Figure 1. I/O pins on the die edge.
The bar under the picture is 20 um long. Pins as bars across the die edge, other pins in gray.
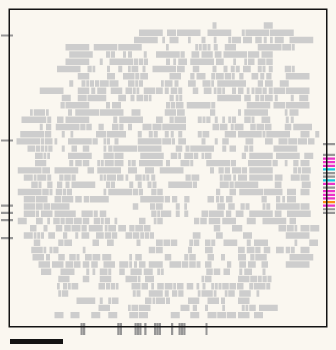
Figure 2. Clock wiring as the flow saved it.
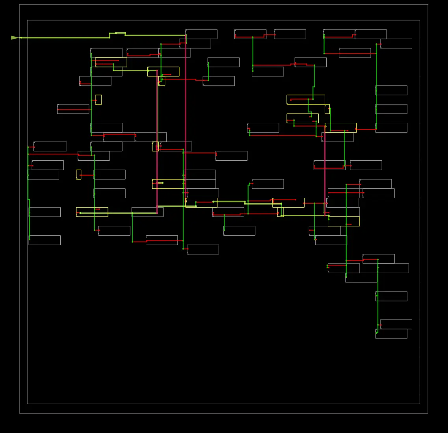
`config.mk`:
```
export PLATFORM = sky130hd
export DESIGN_NAME = alu_pipe
export DESIGN_NICKNAME = d
export VERILOG_FILES = /design/src/rtl/alu_pkg.sv /design/src/rtl/alu_iter.sv /design/src/rtl/alu_pipe.sv
export SDC_FILE = /design/constraint.sdc
export NUM_CORES = 1
export LEC_CHECK = 0
export CAP_MARGIN = 40
export CORE_MARGIN = 2
export CORE_UTILIZATION = 40
export CTS_CLUSTER_DIAMETER = 60
export DETAILED_ROUTE_END_ITERATION = 10
export PLACE_DENSITY_LB_ADDON = 0.25
export SLEW_MARGIN = 15
export SYNTH_ARGS = -nofsm -noshare
export SYNTH_HDL_FRONTEND = slang
export SYNTH_SLANG_ARGS = --single-unit
export TNS_END_PERCENT = 5
```
`constraint.sdc`:
```
create_clock -name clk -period 3.3 [get_ports clk]
set_clock_uncertainty 0.2 [all_clocks]
set_input_delay 0.66 -clock clk [delete_from_list [all_inputs] [get_ports clk]]
set_output_delay 0.66 -clock clk [all_outputs]
set_load 0.02 [all_outputs]
```
`src/rtl/alu_pkg.sv`:
```
// Shared definitions for the pipelined ALU: opcode encodings, FSM state type
// and bit positions of the registered flag vector.
package alu_pkg;

  localparam logic [3:0] OP_ADD = 4'b0000;
  localparam logic [3:0] OP_SUB = 4'b0001;
  localparam logic [3:0] OP_AND = 4'b0010;
  localparam logic [3:0] OP_OR  = 4'b0011;
  localparam logic [3:0] OP_XOR = 4'b0100;
  localparam logic [3:0] OP_SLT = 4'b0110;
  localparam logic [3:0] OP_BZ  = 4'b0111;
  localparam logic [3:0] OP_SHL = 4'b1000;
  localparam logic [3:0] OP_SHR = 4'b1001;
  localparam logic [3:0] OP_MUL = 4'b1010;

  typedef enum logic [1:0] {
    ST_IDLE = 2'd0,
    ST_BUSY = 2'd1,
    ST_DONE = 2'd2
  } alu_state_e;

  localparam int FLAG_ZERO  = 0;
  localparam int FLAG_CARRY = 1;
  localparam int FLAG_OVF   = 2;
  localparam int FLAG_ERR   = 3;
  localparam int NUM_FLAGS  = 4;

  function automatic logic is_shift_op(input logic [3:0] op);
    return (op == OP_SHL) || (op == OP_SHR);
  endfunction

endpackage

```
`src/rtl/alu_iter.sv`:
```
// Iterative datapath: one-bit-per-cycle shifter and shift-add multiplier.
// done_o marks the cycle whose edge performs the final step; result_o/carry_o are valid then.
module alu_iter
  import alu_pkg::*;
#(
  parameter int WIDTH = 8
) (
  input  logic             clk,
  input  logic             rst_n,
  input  logic             start_i,
  input  logic [3:0]       op_i,
  input  logic [WIDTH-1:0] a_i,
  input  logic [WIDTH-1:0] b_i,
  output logic             done_o,
  output logic [WIDTH-1:0] result_o,
  output logic             carry_o
);

  localparam int SHW = $clog2(WIDTH);
  localparam int CW  = SHW + 1;

  logic               busy_q, busy_d;
  logic [3:0]         op_q, op_d;
  logic [CW-1:0]      cnt_q, cnt_d;
  logic [WIDTH-1:0]   val_q, val_d;
  logic [2*WIDTH-1:0] mcand_q, mcand_d;
  logic [2*WIDTH-1:0] acc_q, acc_d;

  logic [WIDTH-1:0]   step_val;
  logic               step_carry;
  logic [2*WIDTH-1:0] step_acc;

  // val_q is the shift operand for SHL/SHR and the (right-shifting) multiplier for MUL.
  always_comb begin
    step_val   = val_q;
    step_carry = 1'b0;
    step_acc   = acc_q;
    unique case (op_q)
      OP_SHL: begin
        step_val   = {val_q[WIDTH-2:0], 1'b0};
        step_carry = val_q[WIDTH-1];
      end
      OP_SHR: begin
        step_val   = {1'b0, val_q[WIDTH-1:1]};
        step_carry = val_q[0];
      end
      default: begin
        step_val = {1'b0, val_q[WIDTH-1:1]};
        if (val_q[0]) step_acc = acc_q + mcand_q;
      end
    endcase
  end

  always_comb begin
    busy_d  = busy_q;
    op_d    = op_q;
    cnt_d   = cnt_q;
    val_d   = val_q;
    mcand_d = mcand_q;
    acc_d   = acc_q;
    if (start_i) begin
      busy_d = 1'b1;
      op_d   = op_i;
      acc_d  = '0;
      if (op_i == OP_MUL) begin
        val_d   = b_i;
        mcand_d = {{WIDTH{1'b0}}, a_i};
        cnt_d   = CW'(WIDTH);
      end else begin
        val_d   = a_i;
        mcand_d = '0;
        cnt_d   = {1'b0, b_i[SHW-1:0]};
      end
    end else if (busy_q) begin
      val_d   = step_val;
      acc_d   = step_acc;
      mcand_d = {mcand_q[2*WIDTH-2:0], 1'b0};
      cnt_d   = cnt_q - 1'b1;
      if (cnt_q == CW'(1)) busy_d = 1'b0;
    end
  end

  always_ff @(posedge clk or negedge rst_n) begin
    if (!rst_n) begin
      busy_q  <= 1'b0;
      op_q    <= '0;
      cnt_q   <= '0;
      val_q   <= '0;
      mcand_q <= '0;
      acc_q   <= '0;
    end else begin
      busy_q  <= busy_d;
      op_q    <= op_d;
      cnt_q   <= cnt_d;
      val_q   <= val_d;
      mcand_q <= mcand_d;
      acc_q   <= acc_d;
    end
  end

  assign done_o   = busy_q && (cnt_q == CW'(1));
  assign result_o = (op_q == OP_MUL) ? step_acc[WIDTH-1:0] : step_val;
  assign carry_o  = (op_q == OP_MUL) ? (|step_acc[2*WIDTH-1:WIDTH]) : step_carry;

endmodule

```
`src/rtl/alu_pipe.sv`:
```
// Handshaked ALU: single-cycle ops answer one cycle after accept, shifts and
// multiply run through alu_iter. A response is held in DONE until retired.
module alu_pipe
  import alu_pkg::*;
#(
  parameter int WIDTH = 8
) (
  input  logic             clk,
  input  logic             rst_n,
  input  logic             in_valid,
  output logic             in_ready,
  input  logic [3:0]       op,
  input  logic [WIDTH-1:0] a,
  input  logic [WIDTH-1:0] b,
  output logic             out_valid,
  input  logic             out_ready,
  output logic [WIDTH-1:0] result,
  output logic             zero,
  output logic             carry,
  output logic             ovf,
  output logic             err,
  output alu_state_e       dbg_state_o
);

  localparam int SHW = $clog2(WIDTH);

  alu_state_e           state_q, state_d;
  logic [WIDTH-1:0]     res_q, res_d;
  logic [NUM_FLAGS-1:0] flags_q, flags_d;

  logic [WIDTH:0]       sum_ext;
  logic [WIDTH-1:0]     diff;
  logic [WIDTH-1:0]     sc_res;
  logic [NUM_FLAGS-1:0] sc_flags;
  logic                 accept, start_iter;
  logic                 iter_done, iter_carry;
  logic [WIDTH-1:0]     iter_res;

  // Handshake: a request transfers on an edge where in_valid && in_ready; a
  // response retires on an edge where out_valid && out_ready. Retire and a new
  // accept may share one edge, giving one single-cycle op per clock.
  assign in_ready  = (state_q == ST_IDLE) || ((state_q == ST_DONE) && out_ready);
  assign out_valid = (state_q == ST_DONE);
  assign accept    = in_valid && in_ready;
  assign start_iter = accept &&
                      ((op == OP_MUL) || (is_shift_op(op) && (b[SHW-1:0] != '0)));

  assign sum_ext = {1'b0, a} + {1'b0, b};
  assign diff    = a - b;

  always_comb begin
    sc_res   = '0;
    sc_flags = '0;
    unique case (op)
      OP_ADD: begin
        sc_res               = sum_ext[WIDTH-1:0];
        sc_flags[FLAG_CARRY] = sum_ext[WIDTH];
        sc_flags[FLAG_OVF]   = (a[WIDTH-1] == b[WIDTH-1]) && (sum_ext[WIDTH-1] != a[WIDTH-1]);
      end
      OP_SUB: begin
        sc_res               = diff;
        sc_flags[FLAG_CARRY] = (a < b);
        sc_flags[FLAG_OVF]   = (a[WIDTH-1] != b[WIDTH-1]) && (diff[WIDTH-1] != a[WIDTH-1]);
      end
      OP_AND: sc_res = a & b;
      OP_OR:  sc_res = a | b;
      OP_XOR: sc_res = a ^ b;
      OP_SLT: sc_res = {{(WIDTH-1){1'b0}}, (a < b)};
      OP_BZ:  sc_flags[FLAG_ZERO] = (a == '0);
      // Only reached with a zero shift amount: the operand passes through.
      OP_SHL, OP_SHR: sc_res = a;
      OP_MUL: sc_res = '0;
      default: sc_flags[FLAG_ERR] = 1'b1;
    endcase
    if ((op != OP_BZ) && !sc_flags[FLAG_ERR]) sc_flags[FLAG_ZERO] = (sc_res == '0);
  end

  always_comb begin
    state_d = state_q;
    res_d   = res_q;
    flags_d = flags_q;
    unique case (state_q)
      ST_IDLE, ST_DONE: begin
        if ((state_q == ST_DONE) && out_ready) state_d = ST_IDLE;
        if (accept) begin
          if (start_iter) begin
            state_d = ST_BUSY;
          end else begin
            state_d = ST_DONE;
            res_d   = sc_res;
            flags_d = sc_flags;
          end
        end
      end
      ST_BUSY: begin
        if (iter_done) begin
          state_d              = ST_DONE;
          res_d                = iter_res;
          flags_d              = '0;
          flags_d[FLAG_ZERO]   = (iter_res == '0);
          flags_d[FLAG_CARRY]  = iter_carry;
        end
      end
      default: state_d = ST_IDLE;
    endcase
  end

  always_ff @(posedge clk or negedge rst_n) begin
    if (!rst_n) begin
      state_q <= ST_IDLE;
      res_q   <= '0;
      flags_q <= '0;
    end else begin
      state_q <= state_d;
      res_q   <= res_d;
      flags_q <= flags_d;
    end
  end

  alu_iter #(.WIDTH(WIDTH)) u_iter (
    .clk      (clk),
    .rst_n    (rst_n),
    .start_i  (start_iter),
    .op_i     (op),
    .a_i      (a),
    .b_i      (b),
    .done_o   (iter_done),
    .result_o (iter_res),
    .carry_o  (iter_carry)
  );

  assign result      = res_q;
  assign zero        = flags_q[FLAG_ZERO];
  assign carry       = flags_q[FLAG_CARRY];
  assign ovf         = flags_q[FLAG_OVF];
  assign err         = flags_q[FLAG_ERR];
  assign dbg_state_o = state_q;

endmodule

```
==> results.sh <==
# source this file to load flow results
export IMPL_drv_cap=0
export IMPL_fp_util_pct=41.38
export IMPL_fin_area_mm2=0.006644
export IMPL_maxSlewHeadroom_pct=56.22
export IMPL_num_antenna_cells=0
export IMPL_synth_cell_types=73
export IMPL_clkTransAtPathRegs_ns=0.05
export IMPL_fin_tns_setup_ns=0
export IMPL_grt_overflow_total=0
export IMPL_clkSinkCount=63
export IMPL_yosys_area_mm2=0.005265
export IMPL_setup_violations=0
export IMPL_area_leaders="dfrtp_1 (30%), ha_1 (10%), mux2i_1 (6.5%), a21oi_1 (6.0%), nand2_1 (4.1%)"
export IMPL_period_used_pct=96.84
export IMPL_holdWs_ns=0.1057
export IMPL_cts_root_buf="clkbuf_16"
export IMPL_status="finished, final reports clean"
export IMPL_reg2reg_to="flags_q[0]$_DFFE_PN0P_"
export IMPL_flop_cell="dfrtp_1"
export IMPL_worstPathMaxFanout=3
export IMPL_grt_max_degree=64
export IMPL_synth_warnings=0
export IMPL_crit_family="AND-OR/OR-AND gates"
export IMPL_cp_end_kind="flip-flop"
export IMPL_rr_worst_depth=10
export IMPL_dr_pass1_iters=5
export IMPL_dpl_cell_area_mm2=0.006277
export IMPL_io_pins=40
export IMPL_syn_to_final_growth_pct=26.19
export IMPL_core_region_area_mm2=0.01272
export IMPL_drtIter0Drc=451
export IMPL_ys_cells=632
export IMPL_grt_usage_pct=23.55
export IMPL_yosysTopAreaCell="dfrtp_1"
export IMPL_synth_flops=63
export IMPL_edf_count=0
export IMPL_synth_top_area_share_pct=29.94
export IMPL_drcViolationCount=0
export IMPL_grt_antenna_before_repair=0
export IMPL_vias=5123
Notes on Figure 1 above:
Cyan is `dbg_state_o`, pins 2, direction output, edge east. Magenta is `result`, pins 8, direction output, edge east. Orange is `zero`, pins 1, direction output, edge east.
All pins by edge: 18 east, 16 south, 6 west.
Die X: 118.7 um
count of input and output buffers: 39
die height: 118.7 um

Notes on Figure 2 above:
TritonCTS buffer count: 9
Clock group: 915 uW
Late-Pin Clk Latency: 0.33 ns
Flops: 63

[synthesized netlist by cell type, drive strengths merged (15+ instances only)]
cell / count
a21oi: 64
dfrtp: 63
nand2: 58
nor2: 54
ha: 42
o21ai: 42
inv: 35
mux2i: 34
clkbuf: 21
nand3: 17
buf: 15
[report_power, final]
group	total [uW]	internal (uW)	leakage (uW)	switching (uW)
combinational	2600	1130	0.00208	1460
sequential	1360	1080	0.000790	273
clock	915	579	0.000143	336
[layer usage]
| metal | vias to the layer above | global-route usage, % | part of all wire [%] |
|---|---|---|---|
| met5 | - | 0 | 0 |
| li1 | 2467 | - | - |
| met1 | 2494 | 34.20 | 48 |
| met2 | 140 | 36.17 | 45 |
| met3 | 22 | 3.958 | 5.1 |
| met4 | 0 | 6.027 | 1.8 |
[through the flow]
stage	cells	worst slack, ns
after floorplan	632	0.4428
after global placement	875	-0.1854
after detailed placement	875	-0.2156
after CTS	891	0.1254
after global routing	892	-0.04710
final	892	0.1042
[worst max path at each step]
stage | to | slack (ns) | cells past startpoint
floorplan | flags_q[0]$_DFFE_PN0P_ | 0.44 | 10
finish | flags_q[0]$_DFFE_PN0P_ | 0.10 | 11
global placement | result[5]$_DFFE_PN0P_ | -0.19 | 11
detailed placement | flags_q[0]$_DFFE_PN0P_ | -0.22 | 12
global route | flags_q[0]$_DFFE_PN0P_ | -0.05 | 11
CTS | flags_q[0]$_DFFE_PN0P_ | 0.13 | 12
[placed cells by master (no fill, tap or decap), types with 9 or more instances in the layout]
master,n
o21ai_0,39
o211ai_1,13
inv_1,33
ha_1,41
mux2i_1,34
xnor2_1,12
nor2_1,51
buf_4,64
a211oi_1,9
nor3_1,13
clkdlybuf4s50_1,36
dfrtp_1,62
a21oi_1,59
nand2_1,58
nand3_1,17
nand2b_1,11
clkbuf_16,9
[kinds of logic (layout without fill, tap and decap cells)]
kind of cell | count (synthesis) | after routing | share of synthesized area, %
compound gates | 204 | 204 | 25.19
simple gates | 195 | 195 | 18.39
buf+inv | 71 | 159 | 5.513
flops | 63 | 63 | 29.94
fa+ha+maj | 45 | 45 | 11.12
mux | 35 | 35 | 6.678
xor+xnor | 19 | 19 | 3.161
[state kept, by name, summed over array words and instances (netlist names)]
name            flops
flags_q             4
u_iter.acc_q       16
result              8
dbg_state_o         2
u_iter.val_q        8
u_iter.op_q         4
u_iter.mcand_q     16
u_iter.cnt_q        4
u_iter.busy_q       1
[worst register-to-register path, delay by kind of cell (launching register included)]
| kind | cells | cell delay, ns |
|---|---|---|
| AOI/OAI and AO/OA | 5 | 1.08 |
| adders and majority gates | 2 | 0.68 |
| and+or+nand+nor | 2 | 0.49 |
| DFF | 1 | 0.40 |
| xor gates and xnor gates | 1 | 0.20 |
[area by class of cell]
| class | instances | area, um2 |
|---|---|---|
| well taps | 172 | 215.2 |
| flip-flops and latches | 63 | 1578 |
| clock inverters | 5 | 50.05 |
| repair buffers | 108 | 970.9 |
| inverters | 35 | 131.4 |
| clock buffers | 11 | 232.7 |
| fillers | 1230 | 6078 |
| multi-input cells | 498 | 3466 |
[what timing repair did]
item                       CTS  global route
setup endpoints to repair    0             6
buffers inserted             0             0
gates resized                0            15
Power figures rest on the tool's default switching activity, not on a simulated workload.
